**Gate-type map**

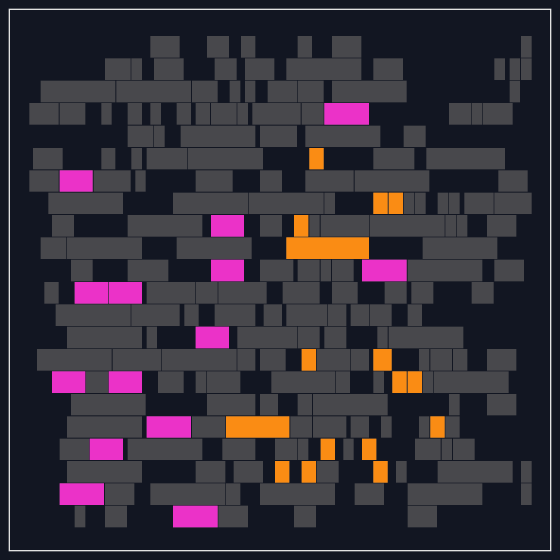
**Routed metal, one color a layer**

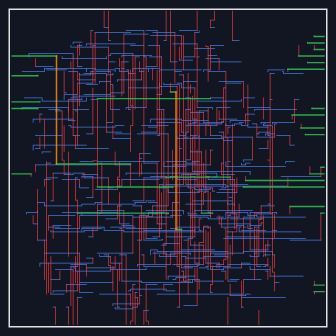
**I/O nets highlighted**

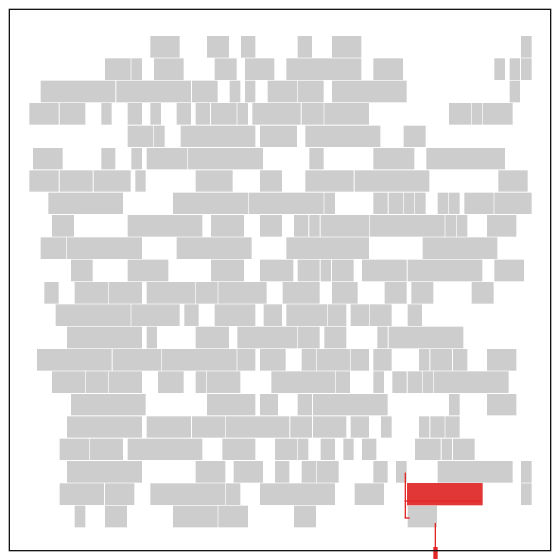
**Clock routing**

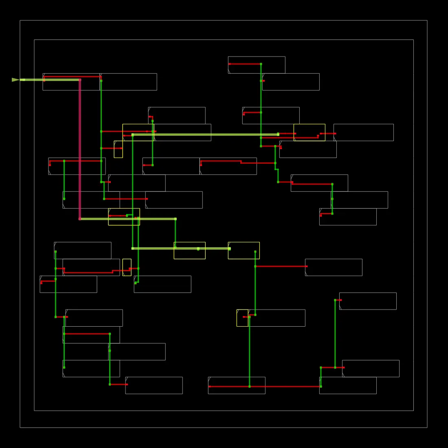
--- src/rtl/kbd_event_decoder.sv ---
// PS/2 set-2 scancode stream to key-event decoder with held-key tracking and optional typematic filter.
// Optional macro KBD_ASCII_EN adds a main-block ASCII lookup for non-extended presses.
module kbd_event_decoder #(
  parameter int unsigned REPEAT_FILTER = 1
) (
  input  logic       clk,
  input  logic       rst,
  input  logic       byte_valid,
  input  logic [7:0] byte_data,
  output logic       byte_ready,
  output logic       evt_valid,
  input  logic       evt_ready,
  output logic [7:0] evt_code,
  output logic       evt_ext,
  output logic       evt_break,
  output logic [7:0] evt_ascii,
  output logic [7:0] press_count,
  output logic       held
);

  typedef enum logic [2:0] {IDLE, EXT, BRK, EXT_BRK, OUT} state_t;

  state_t     state;
  logic [8:0] held_key;

  logic accept_c;
  logic is_noise_c;
  logic cur_ext_c;
  logic cur_brk_c;
  logic key_match_c;
  logic suppress_c;
  logic load_c;

  // Classification of the byte offered in the current cycle.
  assign accept_c    = (state != OUT) && byte_valid;
  assign is_noise_c  = byte_data inside {8'h00, 8'hAA, 8'hEE, 8'hFA, 8'hFE, 8'hFF, 8'hE1};
  assign cur_ext_c   = (state == EXT) || (state == EXT_BRK);
  assign cur_brk_c   = (state == BRK) || (state == EXT_BRK);
  assign key_match_c = held && (held_key == {cur_ext_c, byte_data});
  assign suppress_c  = (REPEAT_FILTER != 0) && !cur_brk_c && key_match_c;
  assign load_c      = accept_c && !is_noise_c && (byte_data != 8'hE0) &&
                       (byte_data != 8'hF0) && !suppress_c;

  always_ff @(posedge clk or posedge rst) begin
    if (rst) begin
      state       <= IDLE;
      byte_ready  <= 1'b1;
      evt_valid   <= 1'b0;
      evt_code    <= 8'h00;
      evt_ext     <= 1'b0;
      evt_break   <= 1'b0;
      press_count <= 8'h00;
      held        <= 1'b0;
      held_key    <= 9'h000;
    end else if (state == OUT) begin
      if (evt_ready) begin
        state      <= IDLE;
        evt_valid  <= 1'b0;
        byte_ready <= 1'b1;
      end
    end else if (byte_valid) begin
      if (is_noise_c) begin
        state <= IDLE;
      end else if (byte_data == 8'hE0) begin
        state <= EXT;
      end else if (byte_data == 8'hF0) begin
        state <= cur_ext_c ? EXT_BRK : BRK;
      end else if (suppress_c) begin
        state <= IDLE;
      end else begin
        state      <= OUT;
        evt_valid  <= 1'b1;
        byte_ready <= 1'b0;
        evt_code   <= byte_data;
        evt_ext    <= cur_ext_c;
        evt_break  <= cur_brk_c;
        // Presses claim the held slot; only the matching release frees it.
        if (!cur_brk_c) begin
          press_count <= press_count + 8'd1;
          held        <= 1'b1;
          held_key    <= {cur_ext_c, byte_data};
        end else if (key_match_c) begin
          held <= 1'b0;
        end
      end
    end
  end

`ifdef KBD_ASCII_EN
  function automatic logic [7:0] set2_ascii(input logic [7:0] code);
    logic [7:0] a;
    case (code)
      8'h1C: a = 8'h61;  8'h32: a = 8'h62;  8'h21: a = 8'h63;  8'h23: a = 8'h64;
      8'h24: a = 8'h65;  8'h2B: a = 8'h66;  8'h34: a = 8'h67;  8'h33: a = 8'h68;
      8'h43: a = 8'h69;  8'h3B: a = 8'h6A;  8'h42: a = 8'h6B;  8'h4B: a = 8'h6C;
      8'h3A: a = 8'h6D;  8'h31: a = 8'h6E;  8'h44: a = 8'h6F;  8'h4D: a = 8'h70;
      8'h15: a = 8'h71;  8'h2D: a = 8'h72;  8'h1B: a = 8'h73;  8'h2C: a = 8'h74;
      8'h3C: a = 8'h75;  8'h2A: a = 8'h76;  8'h1D: a = 8'h77;  8'h22: a = 8'h78;
      8'h35: a = 8'h79;  8'h1A: a = 8'h7A;
      8'h45: a = 8'h30;  8'h16: a = 8'h31;  8'h1E: a = 8'h32;  8'h26: a = 8'h33;
      8'h25: a = 8'h34;  8'h2E: a = 8'h35;  8'h36: a = 8'h36;  8'h3D: a = 8'h37;
      8'h3E: a = 8'h38;  8'h46: a = 8'h39;
      8'h29: a = 8'h20;  8'h5A: a = 8'h0D;  8'h66: a = 8'h08;
      default: a = 8'h00;
    endcase
    return a;
  endfunction

  // ASCII is loaded with the rest of the event; releases and extended keys give 0.
  always_ff @(posedge clk or posedge rst) begin
    if (rst) begin
      evt_ascii <= 8'h00;
    end else if (load_c) begin
      evt_ascii <= (cur_ext_c || cur_brk_c) ? 8'h00 : set2_ascii(byte_data);
    end
  end
`else
  assign evt_ascii = 8'h00;
`endif

endmodule

--- config.mk ---
export PLATFORM = sky130hd
export DESIGN_NAME = kbd_event_decoder
export DESIGN_NICKNAME = d
export VERILOG_FILES = /design/src/rtl/kbd_event_decoder.sv
export SDC_FILE = /design/constraint.sdc
export NUM_CORES = 1
export LEC_CHECK = 0
export CAP_MARGIN = 25
export CORE_MARGIN = 2
export CORE_UTILIZATION = 44
export CTS_CLUSTER_SIZE = 14
export DETAILED_ROUTE_END_ITERATION = 6
export PLACE_DENSITY_LB_ADDON = 0.08
export SLEW_MARGIN = 20
export SYNTH_ARGS = -nofsm -noshare
export SYNTH_HDL_FRONTEND = slang
export SYNTH_SLANG_ARGS = --single-unit
export TNS_END_PERCENT = 1
--- constraint.sdc ---
create_clock -name clk -period 2.4 [get_ports clk]
set_clock_uncertainty 0.2 [all_clocks]
set_input_delay 0.72 -clock clk [delete_from_list [all_inputs] [get_ports clk]]
set_output_delay 0.72 -clock clk [all_outputs]
set_load 0.03 [all_outputs]
==> flow_metrics.py <==
# Physical implementation metrics
metrics = {
    "run_status": {
        "status": "finished clean",
    },
    "logic_synthesis": {
        "adder_share_pct": 1.42,
        "yosys_most_used_dff": "dfrtp_1",
        "yosysUniqueCellTypes": 33,
        "synth_cells": 150,
        "logic_family": "simple AND/OR/NAND/NOR gates",
        "mux_area_share_pct": 9.87,
        "syn_area_mm2": 0.00167,
        "ys_seq_elements": 33,
        "synth-edff-count": 0,
        "area_leaders": "dfrtp_1 (48%), mux2_2 (8.1%), xnor2_1 (5.2%)",
        "ys_seq_share_pct": 49.4,
        "yosys.area.top_type_share_pct": 47.8,
        "syn_avg_cell_area_um2": 11.2,
        "synthArstFlopShare_pct": 100,
        "ys_warn_count": 0,
        "synth.cellmix.compoundShare_pct": 7.70,
        "xor_share_pct": 8.37,
        "synthSimpleGateAreaFrac_pct": 15.2,
        "top_cell": "dfrtp_1",
        "ys_area_mm2": 0.00167,
        "ys_top_cells_by_count": "dfrtp_1 (32), nand2_1 (18), o21ai_0 (13)",
        "synth.largest_area_cell": "dfrtp_1",
    },
    "cells_and_area": {
        "stdcell_area_mm2": 0.00234,
        "top_regs": "held_key x9, evt_code x8, press_count x8",
        "buffers": 58,
        "comb_area_share_pct": 35.8,
        "largest_reg_flops": 9,
        "fillers": 289,
        "syn_to_final_growth_pct": 39.8,
        "register_area_um2": 827,
        "finalNonFillerCells": 258,
        "num-nonclk-inverters": 6,
        "buffer_area_share_pct": 21.9,
        "fin_nets": 222,
        "num-multi-input-gates": 105,
        "clkbuf_count": 7,
        "post-route-util_pct": 63.9,
        "drive_gt1_share_pct": 34.8,
        "largest_class": "logic gates",
        "clk_share_pct": 3.48,
        "combGateArea_um2": 837,
        "seq_share_pct": 35.3,
        "num_antenna_cells": 0,
        "lay_top_count": "dfrtp_1",
    },
    "routing": {
        "drt-initial-drc-count": 42,
        "drc": 0,
        "firstDrtPassIters": 4,
        "vias_per_cell": 4.80,
        "ant_nets": 0,
    },
    "final_timing": {
        "period_minus_slack_ns": 2.39,
        "setup_viol": 0,
        "fin_tns_setup_ns": 0,
        "timing.final.max_slew_violations": 0,
        "hold_ws_ns": 0.256,
        "fmax_mhz": 419,
        "hold_viol": 0,
        "rsz0062_at_grt": "true",
        "fin_crit_sh_pct": 99.5,
    },
    "setup_path": {
        "cp_slowest_stage_delay_ns": 0.49,
        "cp.required_ns": 2.36,
        "path_class": "primary input to register",
        "crit_family": "simple AND/OR/NAND/NOR gates",
        "ff2ff_path_depth": 6,
        "r2r_slack_ns": 0.04,
        "reg2reg_from": "state[0]",
        "cp_cell_sequence": "buf_2, xnor2_2, nand4_1, or4_4, o211ai_4, buf_6, mux2_2",
        "worst_setup_path_end_kind": "register",
        "worst-path-stages": 7,
        "crit_fanout": 4,
        "critPathSlowestCell": "or4_4",
        "worstPathArrival_ns": 2.35,
        "setup.worst_path.start_class": "primary input",
        "r2r_end": "evt_code[7]",
        "endpoint": "evt_code[7]",
        "path_buffers": 2,
        "crit_start": "byte_data[5]",
    },
    "power": {
        "p_leak_nw": 1.09,
        "powerDensity_mw_per_mm2": 887,
        "vdd_drop_max_uv": 569,
        "p_total_mw": 2.07,
    },
    "min_path": {
        "hp-class": "register to register",
        "worstHoldStart": "byte_ready",
        "holdPathEnd": "byte_ready",
        "min_path_cells": 2,
    },
    "cts": {
        "htree_levels": 2,
        "post_cts_resized": 38,
        "cts_tree": "yes",
        "clk_pin_slew_ns": 0.06,
        "cts.sinks": 33,
        "post-cts-setup-buffers": 5,
        "clk_latency_ns": 0.27,
        "cts_hold_buffers": 0,
        "clockBufferDepth": 2,
        "cts_root_buf": "clkbuf_8",
    },
    "floorplan": {
        "fp_util_pct": 45.7,
        "nWellTaps": 48,
        "core_area_mm2": 0.00366,
        "die_y_um": 65.7,
        "die_w_um": 65.7,
        "chipArea_mm2": 0.00431,
        "num_rows": 22,
    },
    "global_routing": {
        "grt_pass1_vias": 1205,
        "grt-ovfl-total": 0,
        "grt_max_degree": 34,
        "grt_pass1_wl_mm": 5.79,
        "grt.total_usage_pct": 17.9,
        "antenna_found_initial": 0,
    },
    "run": {
        "warning_count": 29,
        "max-cap-violations": 0,
    },
    "placement": {
        "hpwl_mm": 2.37,
        "placed_cell_area_mm2": 0.00214,
        "dpl_worst_slack_ns": -0.766,
        "place_congestion": 0.796,
        "placed_cells": 244,
    },
}
## Picture notes: 'gate-type map'
| color | family | cells | most used |
|---|---|---|---|
| magenta | mux cells | 14 | mux2_2 |
| orange | aoi and oai cells | 16 | o21ai_0 |

## Picture notes: 'routed metal, one color a layer'
| color | layer | wire length |
|---|---|---|
| red | M2 | 1,690 um |
| green | M3 | 211 um |
| orange | M4 | 51.0 um |
| blue | M1 | 1,590 um |
Wirelength per Cell: 13.7 um
drt total wl: 3.54 mm
vias post-DR: 1,238

## Picture notes: 'I/O nets highlighted'
| color | port | bits | direction | edge | end cells | buffers | wire |
|---|---|---|---|---|---|---|---|
| red | evt_ext | 1 | output | bottom | 1 | 1 | 18.0 um |
Top Ports: 41
Buffers on Ports: 32

## Picture notes: 'clock routing'
flop count: 33
cts bufs inserted: 5

[where the power goes]
| group | switching [mW] | internal, mW |
|---|---|---|
| Combinational | 0.440 | 0.422 |
| Clock | 0.185 | 0.203 |
| Sequential | 0.124 | 0.701 |
[worst reg2reg max path, stage by stage, from the launching register on]
cell and delay [ns]:
dfrtp_1 0.40, nor2b_2 0.19, xor2_1 0.14, or4_4 0.60, o211ai_4 0.23, buf_6 0.15, mux2_2 0.32
[metal layers]
layer | track usage, % | vias up | routed length (um)
met1 | 23.3 | 579 | 1590
li1 | - | 618 | -
met4 | 5.99 | 0 | 51
met5 | 0 | - | 0
met2 | 28.7 | 37 | 1690
met3 | 5.14 | 4 | 210
No activity file was given, so power comes from the tool's default toggle rates.
